==> run_1/congestion_map.png <==
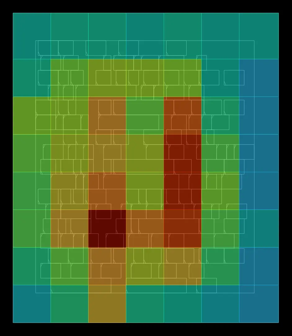
==> run_1/route_heat.png <==
Scale bar: 10 µm. The die is cut into 10 by 11 equal tiles; dark blue is low, red is high, scaled to the fullest tile. Values are wire area over tile area, all layers added.
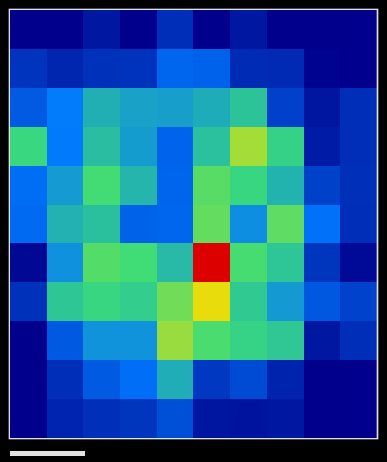
==> run_1/gates.png <==
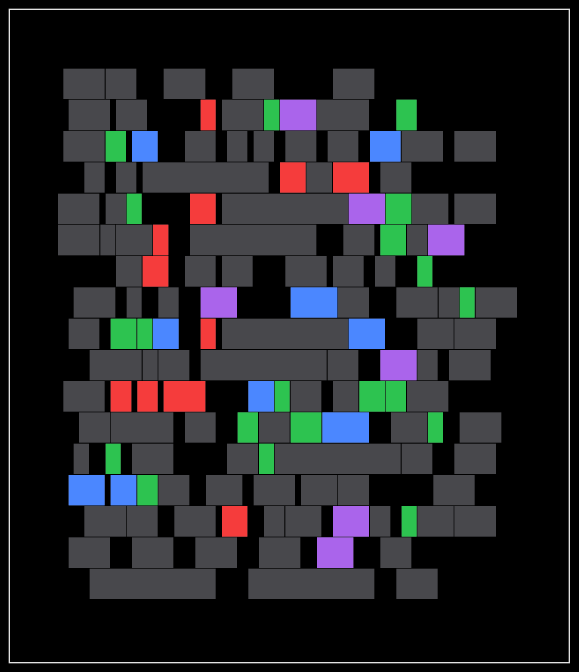
==> run_1/class_map.png <==
Scale bar: 10 µm.
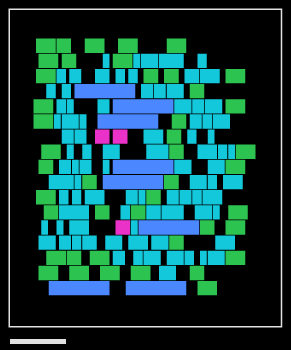
<file path="src/rtl/ttl_multimode_reg.sv">
// Purpose : WIDTH-bit multi-mode register (hold/load/shift/rotate/count up/down)
//           with clock enable, serial cascade pins and a terminal-count output.
// Latency : one clk from sampled inputs to q; so_r/so_l/tc are combinational.
// Backpressure: none; en is the only stall (en == 0 holds q).
//
// Ports:
//   clk    rising-edge clock
//   clr    synchronous active-low clear, loads CLR_VALUE; beats en and mode
//   en     active-high clock enable
//   mode   000 hold, 001 load, 010 shr, 011 shl, 100 ror, 101 rol,
//          110 count up, 111 count down
//   d      parallel load data
//   sr_in  serial in for shift right (enters at q[WIDTH-1])
//   sl_in  serial in for shift left (enters at q[0])
//   q      register contents
//   so_r   q[0], cascade output for right shifts
//   so_l   q[WIDTH-1], cascade output for left shifts
//   tc     terminal count: counting with en=1 and q at its wrap point

`timescale 1ns/1ps

module ttl_multimode_reg #(
  parameter int               WIDTH     = 8,
  parameter logic [WIDTH-1:0] CLR_VALUE = {WIDTH{1'b0}}
) (
  input  logic             clk,
  input  logic             clr,
  input  logic             en,
  input  logic [2:0]       mode,
  input  logic [WIDTH-1:0] d,
  input  logic             sr_in,
  input  logic             sl_in,
  output logic [WIDTH-1:0] q,
  output logic             so_r,
  output logic             so_l,
  output logic             tc
);

  localparam logic [WIDTH-1:0] ONE = {{(WIDTH-1){1'b0}}, 1'b1};

  localparam logic [2:0] M_HOLD = 3'b000;
  localparam logic [2:0] M_LOAD = 3'b001;
  localparam logic [2:0] M_SHR  = 3'b010;
  localparam logic [2:0] M_SHL  = 3'b011;
  localparam logic [2:0] M_ROR  = 3'b100;
  localparam logic [2:0] M_ROL  = 3'b101;
  localparam logic [2:0] M_UP   = 3'b110;
  localparam logic [2:0] M_DN   = 3'b111;

  logic [WIDTH-1:0] q_nxt;

  // Next value for an enabled, non-cleared edge. The default arm is only
  // reachable in 4-state simulation with x/z on mode and poisons q.
  always_comb begin
    q_nxt = q;
    case (mode)
      M_HOLD:  q_nxt = q;
      M_LOAD:  q_nxt = d;
      M_SHR:   q_nxt = {sr_in, q[WIDTH-1:1]};
      M_SHL:   q_nxt = {q[WIDTH-2:0], sl_in};
      M_ROR:   q_nxt = {q[0], q[WIDTH-1:1]};
      M_ROL:   q_nxt = {q[WIDTH-2:0], q[WIDTH-1]};
      M_UP:    q_nxt = q + ONE;
      M_DN:    q_nxt = q - ONE;
      default: q_nxt = {WIDTH{1'bx}};
    endcase
  end

  // Clear beats enable beats mode. The default arms cover x/z on clr or en
  // in simulation: unknown clear poisons q, unknown enable poisons q unless
  // the selected mode is hold (in which case either branch keeps q).
  always_ff @(posedge clk) begin
    case (clr)
      1'b0: q <= CLR_VALUE;
      1'b1: begin
        case (en)
          1'b1:    q <= q_nxt;
          1'b0:    q <= q;
          default: q <= (mode == M_HOLD) ? q : {WIDTH{1'bx}};
        endcase
      end
      default: q <= {WIDTH{1'bx}};
    endcase
  end

  assign so_r = q[0];
  assign so_l = q[WIDTH-1];

  // Qualified by clr so a pending clear never ripples an enable into the
  // next cascaded stage.
  assign tc = clr & en & (((mode == M_UP) & (&q)) | ((mode == M_DN) & ~(|q)));

endmodule

</file>
<file path="config.mk">
export PLATFORM = sky130hd
export DESIGN_NAME = ttl_multimode_reg
export DESIGN_NICKNAME = d
export VERILOG_FILES = /design/src/rtl/ttl_multimode_reg.sv
export SDC_FILE = /design/constraint.sdc
export NUM_CORES = 1
export LEC_CHECK = 0
export ABC_AREA = 0
export CAP_MARGIN = 20
export CORE_ASPECT_RATIO = 1.2
export CORE_MARGIN = 4
export CORE_UTILIZATION = 45
export DETAILED_ROUTE_END_ITERATION = 12
export HOLD_SLACK_MARGIN = 0.03
export PLACE_DENSITY_LB_ADDON = 0.1
export SETUP_SLACK_MARGIN = 0.15
export SYNTH_ARGS = -nofsm -noshare
export SYNTH_HDL_FRONTEND = slang
export SYNTH_SLANG_ARGS = --single-unit
</file>
<file path="constraint.sdc">
create_clock -name clk -period 2.59 [get_ports clk]
set_clock_uncertainty 0.15 [all_clocks]
set_input_delay 0.259 -clock clk [delete_from_list [all_inputs] [get_ports clk]]
set_output_delay 0.259 -clock clk [all_outputs]
set_load 0.02 [all_outputs]
</file>
==> flow_results.xml, run 1 <==
<?xml version="1.0" encoding="UTF-8"?>
<metrics>
  <group name="clocking">
    <metric name="cts_buffers" unit="">3</metric>
    <metric name="cts-hold-fix-buffers" unit="">0</metric>
    <metric name="tritoncts_clock_tree" unit="">built</metric>
    <metric name="cts_h_tree_lvls" unit="">1</metric>
    <metric name="worstSkewPairLatency" unit="ns">0.25</metric>
    <metric name="cts.sink_count" unit="">8</metric>
    <metric name="cts_root_buf" unit="">sky130_fd_sc_hd__clkbuf_4</metric>
    <metric name="ctsLongestPathBuffers" unit="">2</metric>
  </group>
  <group name="finish">
    <metric name="final_nets" unit="">161</metric>
    <metric name="finalCoreUtilization" unit="%">68.8</metric>
    <metric name="top_regs" unit="">q: 8 flops</metric>
    <metric name="antennaDiodeCount" unit="">0</metric>
    <metric name="drive_gt1_share" unit="%">21.1</metric>
  </group>
  <group name="critical_path">
    <metric name="crit_fanout" unit="">2</metric>
    <metric name="family_of_cells_with_the_greatest_summed_delay_on_the_critical_path" unit="">simple AND/OR/NAND/NOR gates</metric>
    <metric name="path_common_cell" unit="">sky130_fd_sc_hd__or4_4</metric>
    <metric name="worst_ep_required" unit="ns">2.18</metric>
    <metric name="endpoint_kind" unit="">primary output</metric>
    <metric name="path_class" unit="">flop to primary output</metric>
    <metric name="worstPathArrival" unit="ns">2.07</metric>
    <metric name="cpPeakStageDelay" unit="ns">0.55</metric>
    <metric name="worstPathBufferInverterCount" unit="">1</metric>
  </group>
  <group name="yosys">
    <metric name="synth.yosys.chip_area" unit="µm²">891</metric>
    <metric name="post_synth_inst_count" unit="">106</metric>
    <metric name="enable_flop_cells" unit="">8</metric>
    <metric name="async_flop_share" unit="%">0</metric>
    <metric name="synth.yosys.num_cells" unit="">106</metric>
    <metric name="synth_sequential_area_ratio" unit="%">27.0</metric>
    <metric name="yosys_most_used_dff" unit="">sky130_fd_sc_hd__edfxtp_1</metric>
    <metric name="synthDistinctLibCells" unit="">37</metric>
    <metric name="mappedNetlistArea" unit="µm²">891</metric>
    <metric name="synth_nets" unit="">123</metric>
  </group>
  <group name="timing">
    <metric name="fin_crit" unit="ns">2.48</metric>
    <metric name="max-slew-margin-rel" unit="%">63.3</metric>
    <metric name="rsz0062_at_grt" unit="">true</metric>
    <metric name="tightestPinTransition" unit="ns">0.546</metric>
    <metric name="tns" unit="ns">0</metric>
    <metric name="layout_worst_path_cycle_share" unit="%">95.6</metric>
  </group>
  <group name="route">
    <metric name="met3_wirelength" unit="µm">128</metric>
    <metric name="num_vias" unit="">935</metric>
    <metric name="drtAntennaViolNets" unit="">0</metric>
    <metric name="first_iter_violations" unit="">25</metric>
    <metric name="dr.max_layer_used" unit="">met4</metric>
    <metric name="post-route-drc-count" unit="">0</metric>
    <metric name="drt-vias-per-instance" unit="">5.81</metric>
    <metric name="routed-wl-met2" unit="µm">1250</metric>
  </group>
  <group name="place">
    <metric name="gp_weighted_congestion" unit="">0.887</metric>
    <metric name="detailed_placer_s_ending_hpwl" unit="µm">1860</metric>
    <metric name="count_of_input_and_output_buffers" unit="">26</metric>
  </group>
  <group name="global_routing">
    <metric name="antenna_found_initial" unit="">0</metric>
    <metric name="via_count_of_the_first_global_routing_pass" unit="">876</metric>
    <metric name="grt_first_pass_wirelength" unit="µm">3980</metric>
    <metric name="global_route.overflow_total" unit="">0</metric>
  </group>
  <group name="power">
    <metric name="comb_power_share" unit="%">49.1</metric>
    <metric name="vdd_drop_max" unit="mV">0.305</metric>
    <metric name="clock_power_share" unit="%">17.9</metric>
    <metric name="internal-power" unit="µW">349</metric>
    <metric name="leakage_power_figure" unit="nW">0.500</metric>
    <metric name="pwr_density_cell" unit="mW/mm²">415</metric>
  </group>
  <group name="run_status">
    <metric name="status" unit="">completed</metric>
  </group>
  <group name="floorplanning">
    <metric name="die_ht" unit="µm">56.7</metric>
    <metric name="initial_core_util" unit="%">48.1</metric>
    <metric name="fp-row-count" unit="">17</metric>
    <metric name="chipWidth" unit="µm">48.6</metric>
    <metric name="io-pin-count" unit="">27</metric>
  </group>
  <group name="run">
    <metric name="stage_log_warnings" unit="">28</metric>
    <metric name="cap_viol_max_count" unit="">0</metric>
  </group>
</metrics>
About congestion_map.png:
met1 Usage GRT: 22.3%
global route hottest layer: met2
Global Route Usage Sum: 17.9%
detailed-route wire length per cell: 15.0 µm
global routing usage on met2: 31.3%

About route_heat.png:
fullest tile: 0.58
mean over tiles: 0.14
nearly empty tiles: 16%

About gates.png:
legend:
  xor and xnor cells:
    colour: purple
    cells: 7
  nor cells:
    colour: red
    cells: 11
  and/or cells:
    colour: blue
    cells: 9
  nand cells:
    colour: green
    cells: 20

About class_map.png:
legend:
  remaining buffers and delay cells:
    colour: green
    cells: 44
    share_of_their_area: 31%
  remaining logic cells:
    colour: cyan
    cells: 87
    share_of_their_area: 47%
  clock-net drivers:
    colour: magenta
    cells: 3
    share_of_their_area: 1.8%
  registers:
    colour: blue
    cells: 8
    share_of_their_area: 19%

[run 1: cell type report]
cell class	instances	area, µm²
Multi-Input combinational cell	83	578
Clock buffer	3	22.5
Inverter	4	15.0
Fill cell	159	578
Sequential cell	8	240
Timing Repair Buffer	44	393
Tap cell	19	23.8
[run 1: Yosys cell counts, drive strengths merged (4+ instances only)]
library cell   n  area (µm²)
mux2i          8        80.1
nand2         10        37.5
o21ai          9        45.0
clkbuf         6        22.5
nor2b          4        25.0
edfxtp         8         240
buf            5        41.3
nand3          5        25.0
o2bb2ai        6        52.6
xnor2          6        52.6
inv            4        15.0
[run 1: power groups by stage]
| stage | Combinational (mW) | Clock (mW) | Sequential [mW] |
|---|---|---|---|
| floorplan | 0.127 | 0 | 0.199 |
| global placement | 0.249 | 0 | 0.175 |
| detailed placement | 0.252 | 0 | 0.175 |
| CTS | 0.256 | 0.0961 | 0.174 |
| global route | 0.280 | 0.102 | 0.176 |
| finish | 0.259 | 0.0945 | 0.174 |
[run 1: worst min-delay path, stage by stage]
cell and delay, ns:
sky130_fd_sc_hd__clkdlybuf4s50_1 0.45, sky130_fd_sc_hd__o21ai_0 0.07, sky130_fd_sc_hd__a21oi_1 0.10
[run 1: what timing repair did]
action                                  in CTS  in global routing
buffers inserted                             1                  1
gates cloned                                 0                  0
pin swaps                                    1                  1
resized                                      6                  0
endpoints found under the setup margin       1                  1
[run 1: cell usage in the layout (no fill, tap or decap), drive strengths merged, types with 2 or more instances in the layout]
cell type      netlist  routed
nor2b                4       4
or2                  2       2
o22ai                2       2
inv                  4       4
nand2b               2       2
xnor2                6       6
o2bb2ai              6       6
nand2               10      10
nor3                 3       3
edfxtp               8       8
mux2i                8       8
clkbuf               6       3
nand4                2       2
nor2                 3       3
a21oi                3       3
or4                  3       3
clkdlybuf4s50        0      25
nand3                5       5
o21ai                9       9
buf                  5      19
[run 1: cells by family (layout without fill, tap and decap cells)]
| logic type | after synthesis | after routing | share of synthesized area, % |
|---|---|---|---|
| AND-OR/OR-AND | 26 | 26 | 19.7 |
| XOR/XNOR | 7 | 7 | 6.88 |
| adder cells (fa/ha/maj) | 1 | 1 | 1.40 |
| buffers and inverters | 15 | 51 | 8.85 |
| flip-flops | 8 | 8 | 27.0 |
| multiplexers | 9 | 9 | 10.7 |
| AND/OR/NAND/NOR | 40 | 40 | 25.6 |
[run 1: through the flow]
step / worst slack [ns] / instance area (µm²) / hold slack, ns
global placement: -0.102 / 1230 / 0.646
global route: 0.0407 / 1270 / 0.650
finish: 0.114 / 1270 / 0.609
floorplan: 0.159 / 892 / 0.380
detailed placement: -0.125 / 1230 / 0.635
CTS: 0.122 / 1260 / 0.605
[run 1: path summary, 6_finish.rpt]
kind	startpoint	endpoint	depth (start not counted)
max reg2reg	q[1]	q[6]	8
max	q[1]	tc	5
min	d[0]	q[0]	3
min reg2reg	q[6]	q[6]	3
[run 1: metal layers]
| metal | track usage (%) | vias up |
|---|---|---|
| li1 | - | 469 |
| met1 | 22.3 | 425 |
| met2 | 31.3 | 37 |
| met3 | 2.39 | 4 |
| met4 | 5.77 | 0 |
| met5 | 0 | - |
==> run_1/clock_wires.png <==
Scale bar: 10 µm.
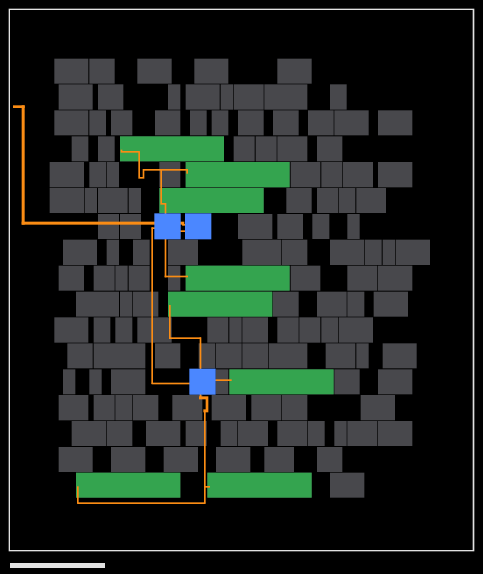

## Run 2: what changed since run 1
--- a/config.mk
+++ b/config.mk
@@ -14,6 +14,7 @@
 export HOLD_SLACK_MARGIN = 0.03
 export PLACE_DENSITY_LB_ADDON = 0.1
 export SETUP_SLACK_MARGIN = 0.15
+export SKIP_CTS_REPAIR_TIMING = 1
 export SYNTH_ARGS = -nofsm -noshare
 export SYNTH_HDL_FRONTEND = slang
 export SYNTH_SLANG_ARGS = --single-unit
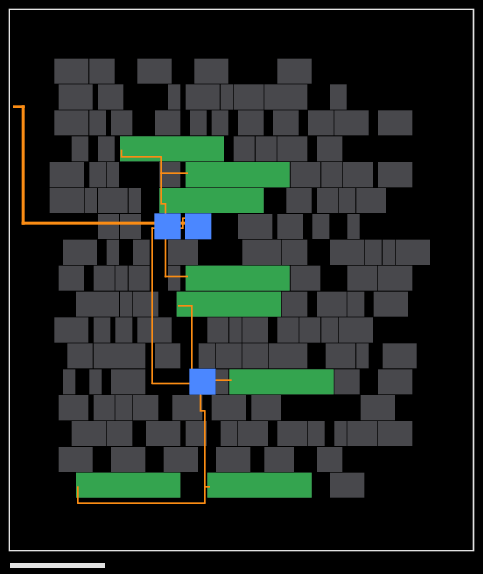
(run_2/clock_wires.png)
Scale bar: 10 µm.
legend:
  clock-net drivers:
    colour: blue
    count: 3
  clock wires:
    colour: orange
    length: 122 µm
  flip-flops:
    colour: green
    count: 8
routed clock nets: 4

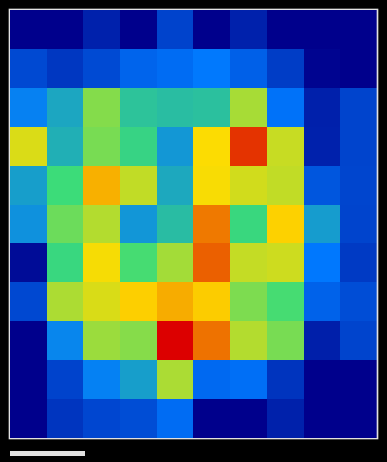
(run_2/route_heat.png)
Scale bar: 10 µm. The die is cut into 10 by 11 equal tiles; dark blue is low, red is high, scaled to the fullest tile. Values are wire area over tile area, all layers added.
emptiest ninth of the die: upper right
mean over tiles: 0.14
tiles over half the peak: 33%
nearly empty tiles: 16%
densest ninth of the die: centre

==> run 2 against run 1 <==
Synthesized cell count is the same. Combinational power is 2% lower. Core utilization shrank 0.41 points. Flip-flop count unchanged. Final area decreased by 0.59%. Wire length decreased by 1.2%. Final cell count fell by 0.62%. Critical path type unchanged. Sequential power barely moved. Power decreased by 0.96%.
==> flow_results.xml, run 2 <==
<?xml version="1.0" encoding="UTF-8"?>
<metrics>
  <group name="run_status">
    <metric name="status" unit="">completed</metric>
  </group>
  <group name="finish">
    <metric name="antennaDiodeCount" unit="">0</metric>
    <metric name="finalCoreUtilization" unit="%">68.4</metric>
    <metric name="final_area" unit="mm²">0.00126</metric>
  </group>
  <group name="min_path">
    <metric name="min_path_cells" unit="">3</metric>
  </group>
  <group name="clocking">
    <metric name="cts.sink_count" unit="">8</metric>
    <metric name="cts_h_tree_lvls" unit="">1</metric>
    <metric name="cts_root_buf" unit="">sky130_fd_sc_hd__clkbuf_4</metric>
    <metric name="cts_buffers" unit="">3</metric>
  </group>
  <group name="floorplanning">
    <metric name="io-pin-count" unit="">27</metric>
    <metric name="chipWidth" unit="µm">48.6</metric>
  </group>
  <group name="critical_path">
    <metric name="worstPathArrival" unit="ns">2.09</metric>
    <metric name="worst_ep_required" unit="ns">2.18</metric>
    <metric name="path_common_cell" unit="">sky130_fd_sc_hd__or4_4</metric>
    <metric name="family_of_cells_with_the_greatest_summed_delay_on_the_critical_path" unit="">simple AND/OR/NAND/NOR gates</metric>
    <metric name="path_class" unit="">flop to primary output</metric>
  </group>
  <group name="timing">
    <metric name="rsz0062_at_grt" unit="">true</metric>
    <metric name="tightestPinTransition" unit="ns">0.552</metric>
    <metric name="fin_crit" unit="ns">2.49</metric>
  </group>
  <group name="power">
    <metric name="clock_power_share" unit="%">17.9</metric>
    <metric name="internal-power" unit="µW">346</metric>
    <metric name="pwr_density_cell" unit="mW/mm²">413</metric>
  </group>
  <group name="place">
    <metric name="count_of_input_and_output_buffers" unit="">26</metric>
    <metric name="detailed_placer_s_ending_hpwl" unit="µm">1860</metric>
    <metric name="detailed_place.area" unit="mm²">0.00123</metric>
  </group>
  <group name="yosys">
    <metric name="yosys_most_used_dff" unit="">sky130_fd_sc_hd__edfxtp_1</metric>
    <metric name="post-synth-top-area-fraction" unit="%">27.0</metric>
    <metric name="synthDistinctLibCells" unit="">37</metric>
    <metric name="async_flop_share" unit="%">0</metric>
    <metric name="synth.yosys.chip_area" unit="µm²">891</metric>
    <metric name="cell_type_with_the_largest_total_area_after_synthesis" unit="">sky130_fd_sc_hd__edfxtp_1</metric>
    <metric name="top_cell" unit="">sky130_fd_sc_hd__nand2_1</metric>
    <metric name="synthTopCellsByArea" unit="">sky130_fd_sc_hd__edfxtp_1 (27%), sky130_fd_sc_hd__mux2i_1 (9.0%), sky130_fd_sc_hd__o2bb2ai_1 (5.9%)</metric>
  </group>
  <group name="run">
    <metric name="stage_log_warnings" unit="">27</metric>
    <metric name="cap_viol_max_count" unit="">0</metric>
  </group>
  <group name="route">
    <metric name="drtAntennaViolNets" unit="">0</metric>
    <metric name="wl_per_cell" unit="µm">14.9</metric>
    <metric name="post-route-drc-count" unit="">0</metric>
  </group>
  <group name="global_routing">
    <metric name="global_route.overflow_total" unit="">0</metric>
  </group>
</metrics>
[run 2: cell counts after synthesis]
Identical to the previous run, type by type.
[run 2: final cells by class]
cell class | count | area [µm²] | share of cell area [%]
Multi-Input combinational cell | 83 | 578 | 45.7
Timing Repair Buffer | 43 | 385 | 30.5
Sequential cell | 8 | 240 | 19.0
Tap cell | 19 | 23.8 | 1.88
Clock buffer | 3 | 22.5 | 1.78
Inverter | 4 | 15.0 | 1.19
[run 2: layer usage]
metal	wire length [µm]	global-route usage, %
met2	1230	30.8
met3	143	2.92
met1	979	22.0
met5	0	0
met4	33	5.77
[run 2: power by group through the flow]
stage	clock network [mW]	registers (mW)	logic, mW
4_1_cts	0.0961	0.173	0.252
3_3_place_gp	0	0.175	0.249
5_1_grt	0.102	0.176	0.276
2_1_floorplan	0	0.199	0.127
6_report	0.0937	0.174	0.255
3_5_place_dp	0	0.175	0.252
[run 2: cell families (layout without fill, tap and decap cells)]
kind of cell | count (synthesis) | after routing | share of synthesized area [%]
buffers and inverters | 15 | 50 | 8.85
adders and majority gates | 1 | 1 | 1.40
and+or+nand+nor | 40 | 40 | 25.6
DFF | 8 | 8 | 27.0
muxes | 9 | 9 | 10.7
xor gates and xnor gates | 7 | 7 | 6.88
AOI/OAI and AO/OA | 26 | 26 | 19.7
[run 2: how the worst max path moves through the flow]
stage               slack, ns  end  startpoint  depth (start not counted)
floorplan                0.16   tc        q[1]                          5
global placement        -0.10   tc        q[1]                          5
detailed placement      -0.13   tc        q[1]                          5
CTS                     -0.39   tc        q[1]                          5
global route             0.03   tc        q[1]                          5
finish                    0.1   tc        q[1]                          5
[run 2: tightest hold or removal path, stage by stage]
cell	delay [ns]
sky130_fd_sc_hd__clkdlybuf4s50_1	0.45
sky130_fd_sc_hd__o21ai_0	0.07
sky130_fd_sc_hd__a21oi_1	0.11
[run 2: through the flow]
step	instances	power (mW)	setup TNS [ns]	hold WS, ns
final	160	0.523	0	0.610
after global routing	160	0.553	0	0.650
after CTS	159	0.522	-0.395	0.605
after detailed placement	156	0.427	-0.125	0.635
after global placement	156	0.424	-0.102	0.646
after floorplan	106	0.326	0	0.380
Power and IR drop assume default switching activity.
